$ cat src/rtl/b01_stream_driver_if.sv
// Operand handshake, serial compare lines and result handshake of the
// b01 stream driver. master = driver side, slave = host/comparator side.
interface b01_stream_driver_if #(
  parameter int unsigned WIDTH = 8
);
  logic             in_valid;
  logic             in_ready;
  logic [WIDTH-1:0] in_a;
  logic [WIDTH-1:0] in_b;
  logic             line1;
  logic             line2;
  logic             dut_reset;
  logic             outp_in;
  logic             overflw_in;
  logic             res_valid;
  logic             res_ready;
  logic [WIDTH-1:0] res_outp;
  logic [WIDTH-1:0] res_ovf;
  logic             ovf_any;

  modport master (
    input  in_valid, in_a, in_b, outp_in, overflw_in, res_ready,
    output in_ready, line1, line2, dut_reset, res_valid, res_outp, res_ovf, ovf_any
  );

  modport slave (
    output in_valid, in_a, in_b, outp_in, overflw_in, res_ready,
    input  in_ready, line1, line2, dut_reset, res_valid, res_outp, res_ovf, ovf_any
  );
endinterface

$ cat src/rtl/b01_stream_driver.sv
// Transmit end of the two-line serial compare interface: serialises an
// operand pair LSB-first onto line1/line2, optionally resets the downstream
// comparator first, and gathers its per-bit outp/overflw responses into
// parallel result words held until the consumer takes them.
module b01_stream_driver #(
  parameter int unsigned WIDTH     = 8,
  parameter int unsigned CAP_DELAY = 1,
  parameter bit          RESET_DUT = 1'b1
) (
  input logic                 clock,
  input logic                 reset_n,
  b01_stream_driver_if.master bus
);

  // Counter covers both the bit index and the drain count (CAP_DELAY <= 4).
  localparam int unsigned CW = (WIDTH > 4) ? $clog2(WIDTH) : 2;

  typedef enum logic [2:0] {
    S_IDLE,
    S_DRST,
    S_SHIFT,
    S_DRAIN,
    S_HOLD
  } state_e;

  state_e                       state_q, state_d;
  logic [CW-1:0]                cnt_q, cnt_d;
  logic [WIDTH-1:0]             sh_a_q, sh_a_d;
  logic [WIDTH-1:0]             sh_b_q, sh_b_d;
  logic [CAP_DELAY-1:0]         tag_vld_q, tag_vld_d;
  logic [CAP_DELAY-1:0][CW-1:0] tag_idx_q, tag_idx_d;
  logic                         in_ready_q, in_ready_d;
  logic                         line1_q, line1_d;
  logic                         line2_q, line2_d;
  logic                         dut_reset_q, dut_reset_d;
  logic                         res_valid_q, res_valid_d;
  logic [WIDTH-1:0]             res_outp_q, res_outp_d;
  logic [WIDTH-1:0]             res_ovf_q, res_ovf_d;
  logic                         ovf_any_q, ovf_any_d;
  logic                         push;

  // Next-state, serialiser, capture tagging and result assembly.
  always_comb begin
    state_d     = state_q;
    cnt_d       = cnt_q;
    sh_a_d      = sh_a_q;
    sh_b_d      = sh_b_q;
    in_ready_d  = in_ready_q;
    line1_d     = 1'b0;
    line2_d     = 1'b0;
    dut_reset_d = 1'b0;
    res_valid_d = res_valid_q;
    res_outp_d  = res_outp_q;
    res_ovf_d   = res_ovf_q;
    tag_vld_d   = '0;
    tag_idx_d   = '0;
    push        = 1'b0;

    unique case (state_q)
      S_IDLE: begin
        in_ready_d = 1'b1;
        if (bus.in_valid && in_ready_q) begin
          in_ready_d = 1'b0;
          cnt_d      = '0;
          if (RESET_DUT) begin
            state_d     = S_DRST;
            dut_reset_d = 1'b1;
            sh_a_d      = bus.in_a;
            sh_b_d      = bus.in_b;
          end else begin
            state_d = S_SHIFT;
            line1_d = bus.in_a[0];
            line2_d = bus.in_b[0];
            sh_a_d  = bus.in_a >> 1;
            sh_b_d  = bus.in_b >> 1;
          end
        end
      end
      S_DRST: begin
        state_d = S_SHIFT;
        line1_d = sh_a_q[0];
        line2_d = sh_b_q[0];
        sh_a_d  = sh_a_q >> 1;
        sh_b_d  = sh_b_q >> 1;
      end
      S_SHIFT: begin
        // Bit cnt_q is on the lines this cycle; tag it for capture.
        push = 1'b1;
        if (cnt_q == CW'(WIDTH - 1)) begin
          state_d = S_DRAIN;
          cnt_d   = '0;
        end else begin
          cnt_d   = cnt_q + CW'(1);
          line1_d = sh_a_q[0];
          line2_d = sh_b_q[0];
          sh_a_d  = sh_a_q >> 1;
          sh_b_d  = sh_b_q >> 1;
        end
      end
      S_DRAIN: begin
        if (cnt_q == CW'(CAP_DELAY - 1)) begin
          state_d     = S_HOLD;
          res_valid_d = 1'b1;
        end else begin
          cnt_d = cnt_q + CW'(1);
        end
      end
      S_HOLD: begin
        if (bus.res_ready) begin
          state_d     = S_IDLE;
          res_valid_d = 1'b0;
          in_ready_d  = 1'b1;
        end
      end
      default: state_d = S_IDLE;
    endcase

    // A tag reaches the last stage exactly CAP_DELAY cycles after its bit
    // was driven, which is when the comparator response for it is valid.
    tag_vld_d[0] = push;
    tag_idx_d[0] = cnt_q;
    for (int unsigned i = 1; i < CAP_DELAY; i++) begin
      tag_vld_d[i] = tag_vld_q[i-1];
      tag_idx_d[i] = tag_idx_q[i-1];
    end

    if (tag_vld_q[CAP_DELAY-1]) begin
      for (int unsigned k = 0; k < WIDTH; k++) begin
        if (tag_idx_q[CAP_DELAY-1] == CW'(k)) begin
          res_outp_d[k] = bus.outp_in;
          res_ovf_d[k]  = bus.overflw_in;
        end
      end
    end

    ovf_any_d = |res_ovf_d;
  end

  // State and registered outputs; reset discards any frame in flight.
  always_ff @(posedge clock or negedge reset_n) begin
    if (!reset_n) begin
      state_q     <= S_IDLE;
      cnt_q       <= '0;
      sh_a_q      <= '0;
      sh_b_q      <= '0;
      tag_vld_q   <= '0;
      tag_idx_q   <= '0;
      in_ready_q  <= 1'b0;
      line1_q     <= 1'b0;
      line2_q     <= 1'b0;
      dut_reset_q <= 1'b1;
      res_valid_q <= 1'b0;
      res_outp_q  <= '0;
      res_ovf_q   <= '0;
      ovf_any_q   <= 1'b0;
    end else begin
      state_q     <= state_d;
      cnt_q       <= cnt_d;
      sh_a_q      <= sh_a_d;
      sh_b_q      <= sh_b_d;
      tag_vld_q   <= tag_vld_d;
      tag_idx_q   <= tag_idx_d;
      in_ready_q  <= in_ready_d;
      line1_q     <= line1_d;
      line2_q     <= line2_d;
      dut_reset_q <= dut_reset_d;
      res_valid_q <= res_valid_d;
      res_outp_q  <= res_outp_d;
      res_ovf_q   <= res_ovf_d;
      ovf_any_q   <= ovf_any_d;
    end
  end

  assign bus.in_ready  = in_ready_q;
  assign bus.line1     = line1_q;
  assign bus.line2     = line2_q;
  assign bus.dut_reset = dut_reset_q;
  assign bus.res_valid = res_valid_q;
  assign bus.res_outp  = res_outp_q;
  assign bus.res_ovf   = res_ovf_q;
  assign bus.ovf_any   = ovf_any_q;

endmodule
$ cat src/flat_wrapper.sv
// flat-port wrapper written by rule: the top's interface ports become plain ports
module b01_stream_driver_flat 
#(
  parameter int unsigned WIDTH     = 8,
  parameter int unsigned CAP_DELAY = 1,
  parameter bit          RESET_DUT = 1'b1
)
  (clock, reset_n, bus_in_valid, bus_in_a, bus_in_b, bus_outp_in, bus_overflw_in, bus_res_ready, bus_in_ready, bus_line1, bus_line2, bus_dut_reset, bus_res_valid, bus_res_outp, bus_res_ovf, bus_ovf_any);
  b01_stream_driver_if #(.WIDTH(WIDTH)) bus_i ();
  input logic clock;
  input logic reset_n;
  input wire logic [$bits(bus_i.in_valid)-1:0] bus_in_valid;
  input wire logic [$bits(bus_i.in_a)-1:0] bus_in_a;
  input wire logic [$bits(bus_i.in_b)-1:0] bus_in_b;
  input wire logic [$bits(bus_i.outp_in)-1:0] bus_outp_in;
  input wire logic [$bits(bus_i.overflw_in)-1:0] bus_overflw_in;
  input wire logic [$bits(bus_i.res_ready)-1:0] bus_res_ready;
  output wire logic [$bits(bus_i.in_ready)-1:0] bus_in_ready;
  output wire logic [$bits(bus_i.line1)-1:0] bus_line1;
  output wire logic [$bits(bus_i.line2)-1:0] bus_line2;
  output wire logic [$bits(bus_i.dut_reset)-1:0] bus_dut_reset;
  output wire logic [$bits(bus_i.res_valid)-1:0] bus_res_valid;
  output wire logic [$bits(bus_i.res_outp)-1:0] bus_res_outp;
  output wire logic [$bits(bus_i.res_ovf)-1:0] bus_res_ovf;
  output wire logic [$bits(bus_i.ovf_any)-1:0] bus_ovf_any;
  assign bus_i.in_valid = bus_in_valid;
  assign bus_i.in_a = bus_in_a;
  assign bus_i.in_b = bus_in_b;
  assign bus_i.outp_in = bus_outp_in;
  assign bus_i.overflw_in = bus_overflw_in;
  assign bus_i.res_ready = bus_res_ready;
  assign bus_in_ready = bus_i.in_ready;
  assign bus_line1 = bus_i.line1;
  assign bus_line2 = bus_i.line2;
  assign bus_dut_reset = bus_i.dut_reset;
  assign bus_res_valid = bus_i.res_valid;
  assign bus_res_outp = bus_i.res_outp;
  assign bus_res_ovf = bus_i.res_ovf;
  assign bus_ovf_any = bus_i.ovf_any;
  b01_stream_driver #(.WIDTH(WIDTH), .CAP_DELAY(CAP_DELAY), .RESET_DUT(RESET_DUT)) u_core (.clock(clock), .reset_n(reset_n), .bus(bus_i));
endmodule
$ cat config.mk
export PLATFORM = sky130hd
export DESIGN_NAME = b01_stream_driver_flat
export DESIGN_NICKNAME = d
export VERILOG_FILES = /design/src/rtl/b01_stream_driver_if.sv /design/src/rtl/b01_stream_driver.sv /design/src/flat_wrapper.sv
export SDC_FILE = /design/constraint.sdc
export NUM_CORES = 1
export LEC_CHECK = 0
export ABC_AREA = 1
export CAP_MARGIN = 15
export CORE_ASPECT_RATIO = 0.6
export CORE_MARGIN = 3
export CORE_UTILIZATION = 45
export CTS_CLUSTER_SIZE = 12
export DETAILED_ROUTE_END_ITERATION = 6
export PLACE_DENSITY = 0.84
export SLEW_MARGIN = 20
export SYNTH_ARGS = -nofsm -noshare
export SYNTH_HDL_FRONTEND = slang
export SYNTH_SLANG_ARGS = --single-unit
$ cat constraint.sdc
create_clock -name clock -period 1.41 [get_ports clock]
set_clock_uncertainty 0.05 [all_clocks]
set_input_delay 0.2115 -clock clock [delete_from_list [all_inputs] [get_ports clock]]
set_output_delay 0.2115 -clock clock [all_outputs]
set_load 0.005 [all_outputs]
==> notes.md <==
yosys + openroad results -> outcome=complete, but fails checks, failing checks=setup timing, endpoints failing setup=16, clock network power=just under 0.9 mW, Final Instance Area=between 3000 and 4000 µm², row count=19, fill count=around 370, yosys cell count=around 290, Power Combinational=approximately 4.5 mW, yosys xor share=0%, Worst Tran Pin Value=approximately 0.45 ns, Antenna Violating Nets Remaining=0, reg2reg start=u_core.state_q[1], Core Util, Final=between 60% and 70%, Placed Cells=403, Tapcell Cnt=roughly 63, mux frac, synth=0%, Pwr Density=between 2000 and 2500 nW/µm², Max-area cell class=registers, Internal=between 4 and 5 mW, adder-cell share of the synthesized area=roughly 2.2%, Final WS setup=-0.0543 ns, FF-to-FF setup slack=-0.05 ns, Critical Path Fanout Max=7, CTS resizes=33
[routing by layer]
metal | track usage (%) | share of wire [%] | up-vias
li1 | - | - | 1045
met1 | 27.7 | 47 | 961
met2 | 29.9 | 45 | 67
met3 | 4.98 | 6.2 | 8
met4 | 7.10 | 1.4 | 0
met5 | 0 | 0 | -
[sequential cells by signal, summed over array words and instances (netlist names)]
name and cells:
u_core.bus.res_outp 8, u_core.bus.res_ovf 8, u_core.sh_a_q 8, u_core.sh_b_q 8, u_core.cnt_q 3, u_core.state_q 3
u_core.tag_idx_q 3, u_core.bus.dut_reset 1, u_core.bus.in_ready 1, u_core.bus.line1 1, u_core.bus.line2 1, u_core.bus.ovf_any 1
u_core.bus.res_valid 1, u_core.tag_vld_q 1
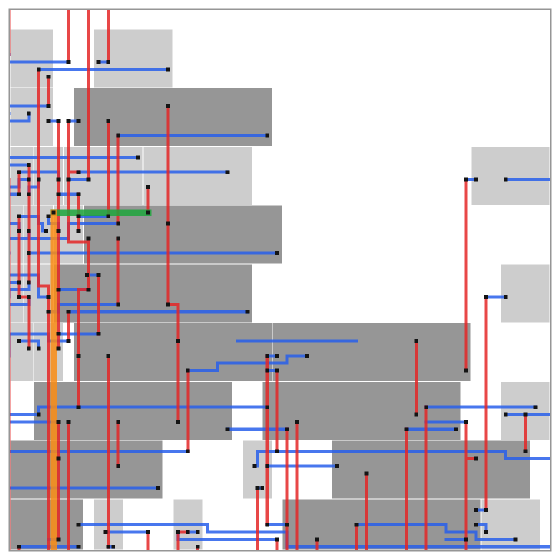
(images/detail.png)
Window x 61 to 86, y 33 to 58 µm. Cells in grey, sequential cells in the stronger grey; small squares are vias.
metal 2: drawn in red. metal 3: drawn in green. metal 4: drawn in orange. metal 1: drawn in blue.
Netlist names of flops here include u_core.sh_b_q (4), u_core.bus.res_outp (3), u_core.bus.res_ovf (2). 29 logic cells have their middle in the window. Most frequent: dfrtp_1 (10), nand2_1 (8), clkdlybuf4s50_1 (3). Sequential cells in the window: 10.

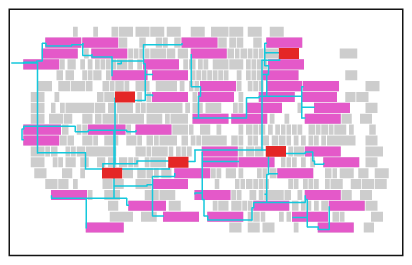
(images/clk_routes.png)
Scale: 4 px per µm.
clock wires: drawn in cyan, length 560 µm. clock drivers: drawn in red, count 5. flip-flops: drawn in magenta, count 48.
There are 6 routed clock nets.

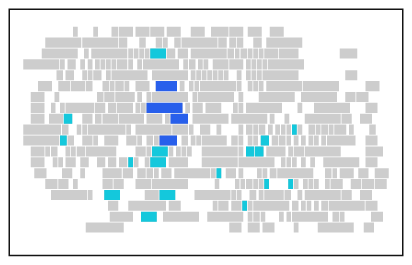
(images/logic_types.png)
Scale: 4 px per µm.
fa/ha/maj cells: drawn in blue, cells 4, most used ha_1, where centre. nor cells: drawn in cyan, cells 17.

Power and IR drop assume default switching activity.
